$ cat config.mk
export PLATFORM = sky130hd
export DESIGN_NAME = var_delay_line_flat
export DESIGN_NICKNAME = d
export VERILOG_FILES = /design/src/rtl/var_delay_line_if.sv /design/src/rtl/var_delay_line.sv /design/src/flat_wrapper.sv
export SDC_FILE = /design/constraint.sdc
export NUM_CORES = 1
export LEC_CHECK = 0
export CORE_ASPECT_RATIO = 1.2
export CORE_MARGIN = 2
export CORE_UTILIZATION = 50
export CTS_BUF_LIST = sky130_fd_sc_hd__clkbuf_2 sky130_fd_sc_hd__clkbuf_4 sky130_fd_sc_hd__clkbuf_8
export CTS_CLUSTER_SIZE = 14
export DETAILED_ROUTE_END_ITERATION = 7
export DONT_BUFFER_PORTS = 1
export PLACE_DENSITY = 0.67
export REMOVE_ABC_BUFFERS = 1
export SETUP_SLACK_MARGIN = 0.5
export SLEW_MARGIN = 0
export SYNTH_ARGS = -nofsm -noshare
export SYNTH_HDL_FRONTEND = slang
export SYNTH_SLANG_ARGS = --single-unit
$ cat constraint.sdc
create_clock -name clk -period 2.75 [get_ports clk]
set_input_delay 0.55 -clock clk [delete_from_list [all_inputs] [get_ports clk]]
set_output_delay 0.55 -clock clk [all_outputs]
set_load 0.02 [all_outputs]
$ cat src/rtl/var_delay_line_if.sv
// Sample/handshake bundle for var_delay_line: producer-side strobe, data and delay
// control in one direction, delayed samples and priming status in the other.
interface var_delay_line_if #(
  parameter int MAX_DELAY = 8,
  parameter int WIDTH     = 8,
  parameter int CHANNELS  = 2
);
  localparam int DW = $clog2(MAX_DELAY + 1);

  logic                      in_valid;
  logic [CHANNELS*WIDTH-1:0] in_data;
  logic [DW-1:0]             delay_sel;
  logic                      flush;
  logic                      out_valid;
  logic [CHANNELS*WIDTH-1:0] out_data;
  logic                      primed;

  modport master (
    output in_valid, in_data, delay_sel, flush,
    input  out_valid, out_data, primed
  );

  modport slave (
    input  in_valid, in_data, delay_sel, flush,
    output out_valid, out_data, primed
  );
endinterface

$ cat src/rtl/var_delay_line.sv
// Multi-lane circular-buffer delay line, delay counted in accepted samples and retunable at run time.
// Output registered one cycle after the accept; no backpressure, flush/delay change drops history.
module var_delay_line #(
  parameter int MAX_DELAY = 8,
  parameter int WIDTH     = 8,
  parameter int CHANNELS  = 2
) (
  input  logic           clk,
  input  logic           rst_n,
  var_delay_line_if.slave bus
);
  localparam int DW = $clog2(MAX_DELAY + 1);
  localparam int AW = (MAX_DELAY > 1) ? $clog2(MAX_DELAY) : 1;
  localparam int BW = CHANNELS * WIDTH;
  localparam logic [DW-1:0] MAX_D    = DW'(MAX_DELAY);
  localparam logic [DW-1:0] ONE_D    = DW'(1);
  localparam logic [AW-1:0] LAST_PTR = AW'(MAX_DELAY - 1);
  localparam logic [DW:0]   MAX_W    = (DW+1)'(MAX_DELAY);

  typedef enum logic {PRIME, RUN} state_t;

  state_t         state, state_nxt;
  logic [DW-1:0]  d_act, d_new, fill, fill_inc;
  logic [AW-1:0]  wptr, rd_ptr;
  logic [DW:0]    rd_sum;
  logic [BW-1:0]  mem [MAX_DELAY];
  logic           restart, accept;
  logic           out_valid_q;
  logic [BW-1:0]  out_data_q;

  always_comb begin
    d_new = bus.delay_sel;
    if (bus.delay_sel == '0) begin
      d_new = ONE_D;
    end else if (bus.delay_sel > MAX_D) begin
      d_new = MAX_D;
    end
  end

  assign restart  = bus.flush || (d_new != d_act);
  assign accept   = bus.in_valid && !restart;
  assign fill_inc = (fill == MAX_D) ? fill : fill + ONE_D;

  // Oldest wanted sample sits D_act-1 slots behind the write pointer, modulo buffer depth.
  assign rd_sum = (DW+1)'(wptr) + MAX_W - {1'b0, d_act - ONE_D};
  assign rd_ptr = AW'((rd_sum >= MAX_W) ? rd_sum - MAX_W : rd_sum);

  always_ff @(posedge clk or negedge rst_n) begin
    if (!rst_n) begin
      state <= RUN;
    end else begin
      state <= state_nxt;
    end
  end

  always_comb begin
    state_nxt = state;
    if (restart) begin
      state_nxt = (d_new == ONE_D) ? RUN : PRIME;
    end else if (accept && (fill_inc >= d_act - ONE_D)) begin
      state_nxt = RUN;
    end
  end

  always_comb begin
    bus.primed = (state == RUN);
  end

  always_ff @(posedge clk or negedge rst_n) begin
    if (!rst_n) begin
      d_act       <= ONE_D;
      fill        <= '0;
      wptr        <= '0;
      out_valid_q <= 1'b0;
      out_data_q  <= '0;
    end else begin
      d_act <= d_new;
      if (restart) begin
        fill        <= '0;
        out_valid_q <= 1'b0;
      end else if (bus.in_valid) begin
        wptr        <= (wptr == LAST_PTR) ? '0 : wptr + 1'b1;
        fill        <= fill_inc;
        out_valid_q <= (state == RUN);
        // Only refresh data when a real delayed sample exists, so stale slots never leak out.
        if (state == RUN) begin
          out_data_q <= (d_act == ONE_D) ? bus.in_data : mem[rd_ptr];
        end
      end else begin
        out_valid_q <= 1'b0;
      end
    end
  end

  always_ff @(posedge clk) begin
    if (accept) begin
      mem[wptr] <= bus.in_data;
    end
  end

  assign bus.out_valid = out_valid_q;
  assign bus.out_data  = out_data_q;
endmodule
$ cat src/flat_wrapper.sv
// flat-port wrapper written by rule: the top's interface ports become plain ports
module var_delay_line_flat 
#(
  parameter int MAX_DELAY = 8,
  parameter int WIDTH     = 8,
  parameter int CHANNELS  = 2
)
  (clk, rst_n, bus_in_valid, bus_in_data, bus_delay_sel, bus_flush, bus_out_valid, bus_out_data, bus_primed);
  var_delay_line_if #(.MAX_DELAY(MAX_DELAY), .WIDTH(WIDTH), .CHANNELS(CHANNELS)) bus_i ();
  input  logic clk;
  input  logic rst_n;
  input wire logic [$bits(bus_i.in_valid)-1:0] bus_in_valid;
  input wire logic [$bits(bus_i.in_data)-1:0] bus_in_data;
  input wire logic [$bits(bus_i.delay_sel)-1:0] bus_delay_sel;
  input wire logic [$bits(bus_i.flush)-1:0] bus_flush;
  output wire logic [$bits(bus_i.out_valid)-1:0] bus_out_valid;
  output wire logic [$bits(bus_i.out_data)-1:0] bus_out_data;
  output wire logic [$bits(bus_i.primed)-1:0] bus_primed;
  assign bus_i.in_valid = bus_in_valid;
  assign bus_i.in_data = bus_in_data;
  assign bus_i.delay_sel = bus_delay_sel;
  assign bus_i.flush = bus_flush;
  assign bus_out_valid = bus_i.out_valid;
  assign bus_out_data = bus_i.out_data;
  assign bus_primed = bus_i.primed;
  var_delay_line #(.MAX_DELAY(MAX_DELAY), .WIDTH(WIDTH), .CHANNELS(CHANNELS)) u_core (.clk(clk), .rst_n(rst_n), .bus(bus_i));
endmodule
### Drive-strength map, run 1

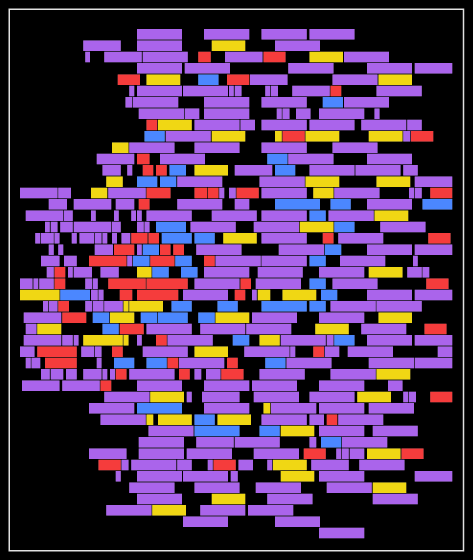
- x2: yellow (cells 49; share 12%)
- x3 and x4: red (cells 57; share 14%)
- x6 and larger: blue (cells 45; share 11%)
- x1 and smaller: purple (cells 266; share 64%)
cell area after layout: 7730 sq um
Signal buffers: 45
area grow syn2layout: 17.6%
worst setup margin: 0.00865 ns

### Local utilization, run 1

Scale bar: 20 microns. 11 x 13 tiles, from dark blue (low) to red (high), 0 to 100% covered.
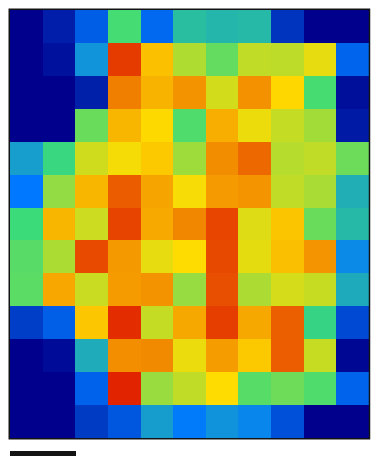
- emptiest ninth of the die: upper left
- densest ninth of the die: centre
- nearly empty tiles: 11%
- fullest tile: 96%
- mean over tiles: 54%
total core area: 12,700 sq um
Core Util at FP: 51.7%
Final Core Density: 60.8%

### Signal wires on met1, run 1

Cells faint in the background.
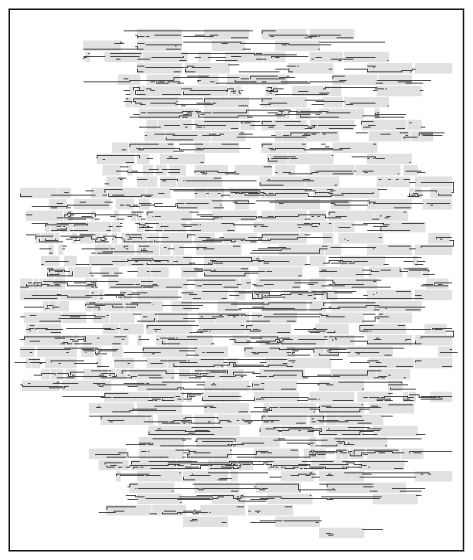
- wire length on this layer: 5,230 microns
- longest straight run: 34.0 microns
- nets with wire on the layer: 420
Total Wirelength: 12.7 mm
vias post-DR: 3,266
global routing usage on met1: 24.0%

### Met2 routing, run 1

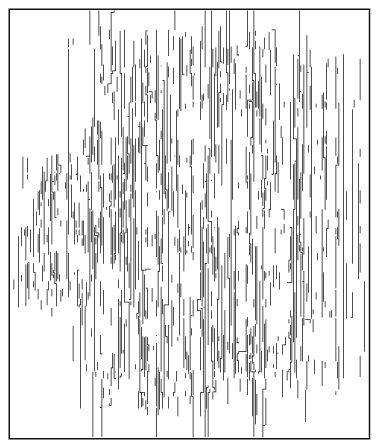
- longest straight run: 97.9 microns
- nets with wire on the layer: 386
met2 GRT Util: 32.9%

==> impl_metrics.json, run 1 <==
{
  "timing.fmax_mhz": 365,
  "hp-class": "input pin to flop",
  "p_leak_uw": 0.00285,
  "place_ws_ns": -0.0449,
  "rrSetupSlack_ns": 0.009,
  "min_path_cells": 0,
  "hold_path_end": "u_core.d_act[3]",
  "fin_cells": 581,
  "setup-tns-final_ns": 0,
  "detail_route.wl_per_cell_microns": 21.8,
  "antenna_found_initial": 0,
  "endpoint_kind": "flop",
  "crit_path_end": "u_core.bus.out_data[14]",
  "warning_count": 29,
  "initialDrtViolationCount": 220,
  "finalCritPeriodShare_pct": 99.7,
  "syn-instance-count": 357,
  "tightest_slew_ns": 0.461,
  "die_h_microns": 130,
  "status": "complete, no violations",
  "ys_area_sq_um": 6570,
  "cts_hold_buf": 2,
  "worstPathRequired_ns": 3.09,
  "synth-xor-area-share_pct": 1.96,
  "p_total_uw": 6980,
  "clock_path_buffers": 2,
  "grt_setup_unrepaired": "yes",
  "reg2regPathDepth": 10,
  "hold_violations": 0,
  "hold_start": "bus_delay_sel[3]",
  "numCtsBuffers": 17,
  "post-cts-setup-buffer-count": 4,
  "timing.rr.start": "u_core.d_act[0]",
  "antenna_cells": 0
}
[run 1: synth_stat cells]
| library cell | instances | share of area [%] |
|---|---|---|
| nand2b_1 | 1 | 0.095 |
| o31ai_1 | 1 | 0.11 |
| xor2_1 | 2 | 0.27 |
| clkbuf_1 | 10 | 0.57 |
| nor2b_1 | 2 | 0.19 |
| buf_4 | 1 | 0.11 |
| mux4_2 | 32 | 11 |
| mux2_2 | 4 | 0.69 |
| mux2_1 | 6 | 1.0 |
| fa_1 | 1 | 0.30 |
| or2_2 | 1 | 0.095 |
| or3_1 | 1 | 0.095 |
| dfstp_2 | 2 | 0.80 |
| o2111ai_4 | 1 | 0.40 |
| dfrtp_1 | 27 | 10 |
| nor2_1 | 28 | 1.6 |
| o31a_1 | 1 | 0.13 |
| o31ai_4 | 1 | 0.32 |
| nand4_1 | 1 | 0.095 |
| mux2i_1 | 18 | 2.7 |
| o21ai_0 | 3 | 0.23 |
| mux2_4 | 9 | 2.1 |
| o21ba_1 | 1 | 0.15 |
| nand3b_1 | 1 | 0.11 |
| a21oi_1 | 18 | 1.4 |
| a21boi_0 | 1 | 0.11 |
| buf_2 | 3 | 0.23 |
| nor3_2 | 1 | 0.15 |
| xnor2_4 | 1 | 0.42 |
| or2_1 | 2 | 0.19 |
| nand3_1 | 2 | 0.15 |
| nand2_1 | 8 | 0.46 |
| xnor2_2 | 2 | 0.49 |
| o21a_1 | 1 | 0.11 |
| nor3_1 | 5 | 0.38 |
| inv_1 | 11 | 0.63 |
| buf_6 | 3 | 0.51 |
| edfxtp_1 | 128 | 58 |
| xnor2_1 | 4 | 0.53 |
| xor2_2 | 1 | 0.25 |
| ha_1 | 11 | 2.1 |
[run 1: registers in the layout (all words and copies together) (netlist names)]
register,flops
u_core.bus.out_data,16
u_core.bus.out_valid,1
u_core.bus.primed,1
u_core.d_act,4
u_core.fill,4
u_core.mem,128
u_core.wptr,3
[run 1: report_power, final]
| group | total [uW] | switching [uW] | internal (uW) |
|---|---|---|---|
| Combinational | 2310 | 990 | 1320 |
| Sequential | 2800 | 144 | 2660 |
| Clock | 1860 | 818 | 1040 |
[run 1: routing by layer]
| metal | vias to the layer above | part of all wire [%] | GRT usage [%] |
|---|---|---|---|
| li1 | 1478 | - | - |
| met1 | 1698 | 41 | 24.0 |
| met2 | 78 | 52 | 32.9 |
| met3 | 12 | 5.2 | 6.24 |
| met4 | 0 | 1.2 | 6.03 |
| met5 | - | 0 | 0 |
[run 1: critical path, cell delays in order (launching register included)]
cell and delay [ns]:
dfstp_2 0.54, inv_2 0.05, ha_4 0.27, inv_2 0.04, fa_2 0.65, buf_6 0.17
buf_4 0.13, mux4_2 0.29, mux2i_1 0.14, a21oi_1 0.08, mux2_4 0.28
[run 1: cell type report]
cell class / count / area [sq um]
tap: 164 / 205
fill: 935 / 4990
sequential: 157 / 4570
clock buffer: 21 / 270
clock inverter: 11 / 169
multi-input combinational: 172 / 2010
timing repair buffer: 45 / 470
inverter: 11 / 41.3
==> run 2, diff against run 1 <==
Settings changed: PLACE_DENSITY 0.67 to 0.64.
Clock period 2.75 ns to 2.8 ns, I/O delays scaled along.
### Track usage over the die, run 2

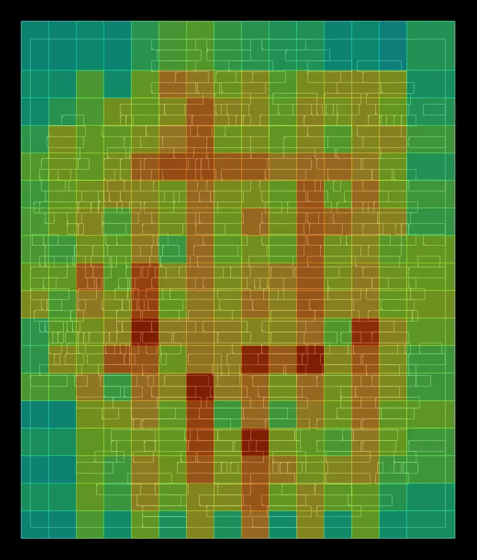
most used routing layer: met2
met3 GRT Util: 6.04%

### Signal wires on met1, run 2

Cells faint in the background.
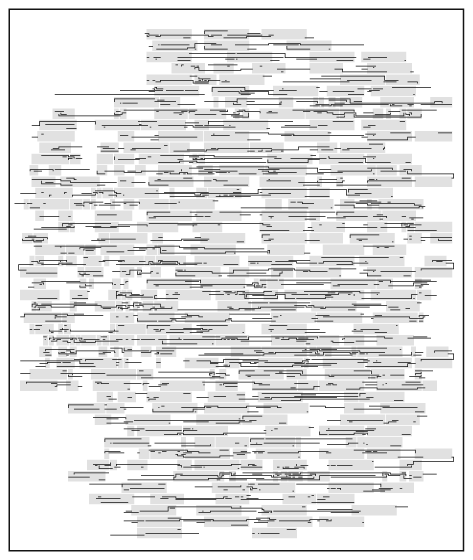
- nets with wire on the layer: 407
- main direction: horizontal
- longest straight run: 53.8 microns
global routing usage on met1: 26.0%
vias post-DR: 3,188
Total Wirelength: 12.5 mm

### M4 wires, run 2

Cells faint in the background.
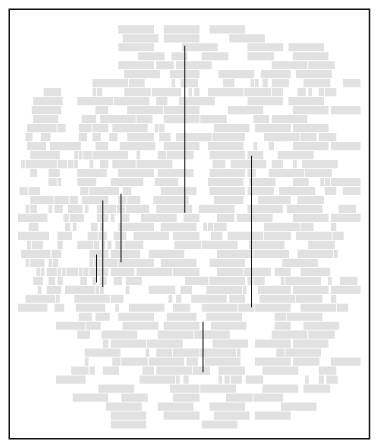
- longest straight run: 50.3 microns
- share of all routed wire: 1.3%
- main direction: vertical
- nets with wire on the layer: 5

==> run 2 against run 1 <==
Effect of this change: final area down 2.3%; synthesized area unchanged; clock skew down 0.0012 ns; via count down 2.4%; clock power down 17%; utilization down 1.4 points; non-clock buffer count down 13; global-route usage up 0.45 points; synthesized cell count unchanged; register-to-register slack better by 0.098 ns; critical path type unchanged; flip-flop count unchanged; sequential power down 2%; critical endpoint is now u_core.bus.out_data[12].
==> impl_metrics.json, run 2 <==
{
  "status": "complete, no violations",
  "synth-edff-count": 128,
  "synth-main-ff-cell": "edfxtp_1",
  "syn-instance-count": 357,
  "detail_route.wl_per_cell_microns": 22.1,
  "final_area_sq_um": 7550,
  "synth_top_cell_by_count": "edfxtp_1",
  "antenna_cells": 0,
  "crit_chain": "inv_2 -> ha_4 -> inv_2 -> fa_2 -> buf_6 -> buf_12 -> mux4_2 -> mux2i_1 -> a21oi_1 -> mux2_4",
  "ys_area_sq_um": 6570,
  "hp-class": "input pin to flop",
  "top_cell_area_share_pct": 58.5,
  "initialDrtViolationCount": 151,
  "finalCritPeriodShare_pct": 96.2,
  "coreArea_sq_um": 12700,
  "largest_register_ff_count": 128,
  "largest_register": "u_core.mem",
  "area_growth_pct": 14.9,
  "wl_met2_mm": 6.31,
  "top_layer_used": "met4",
  "grt_setup_unrepaired": "yes",
  "top_cells_by_count": "edfxtp_1, mux4_2, nor2_1",
  "top_cells_by_area": "edfxtp_1, mux4_2, dfrtp_1",
  "p_leak_uw": 0.00274,
  "die_h_microns": 130,
  "antenna_found_initial": 0,
  "hold_start": "bus_delay_sel[3]",
  "min_path_cells": 0,
  "warning_count": 29,
  "critPathMaxStageDelay_ns": 0.59,
  "hold_violations": 0
}
run 2: cell counts after synthesis:
Identical to the previous run, type by type.
run 2: power by group:
part           internal, uW  switching, uW
Clock                   794            757
Combinational          1360            980
Sequential             2610            138
run 2: layer usage:
metal / track usage (%) / vias up
met5: 0 / -
met4: 6.94 / 0
met3: 6.04 / 15
met2: 31.9 / 92
met1: 26.0 / 1632
li1: - / 1449
run 2: cells by family (layout without fill, tap and decap cells):
family	Yosys count	in the layout	share of synthesized area, %
fa+ha+maj	12	12	2.40
mux	69	69	17.5
compound gates	28	28	2.95
xor+xnor	10	10	1.96
simple gates	53	53	3.62
buf+inv	28	75	2.06
flops	157	157	69.5
run 2: final timing paths:
check	slack [ns]	endpoint
setup / recovery	0.11	u_core.bus.out_data[12]
hold / removal	0.14	u_core.d_act[3]
setup reg to reg	0.11	u_core.bus.out_data[12]
hold reg to reg	0.55	u_core.wptr[1]
max in group asynchronous	1.93	u_core.d_act[0]
min in group asynchronous	0.62	u_core.bus.out_data[15]
run 2: per-stage QoR:
step / setup TNS (ns) / hold slack (ns) / utilization (%) / total power (uW) / worst slack [ns]
after detailed placement: 0 / 0.265 / 54.6 / 4720 / 0.0367
final: 0 / 0.141 / 59.4 / 6640 / 0.106
after CTS: 0 / 0.104 / 59.1 / 6710 / 0.119
after global placement: 0 / 0.265 / 54.6 / 4700 / 0.0558
after global routing: -0.0139 / 0.0972 / 59.4 / 6960 / -0.0106
after floorplan: -17.90 / 0.264 / - / 4240 / -0.395
run 2: final cells by class:
type,instances,area (sq um)
clock buffers,20,256
clock inverters,12,103
fillers,970,5170
inverters,11,41.3
multi-input cells,172,1960
flip-flops and latches,157,4570
well taps,164,205
repair buffers,32,417
run 2: worst reg2reg max path, cell delays in order (launching register included):
cell and delay (ns):
dfstp_2 0.55, inv_2 0.06, ha_4 0.26, inv_2 0.03, fa_2 0.59, buf_6 0.12
buf_12 0.12, mux4_2 0.30, mux2i_1 0.18, a21oi_1 0.10, mux2_4 0.28
run 2: timing repair:
action,4_1_cts,5_1_grt
hold buffers,2,0
buffers inserted,5,0
endpoints found under the setup margin,16,93
gates cloned,3,0
resized,18,7
endpoints found under the hold margin,29,0
pin swaps,11,6
Power is estimated from default activity; no workload was simulated.
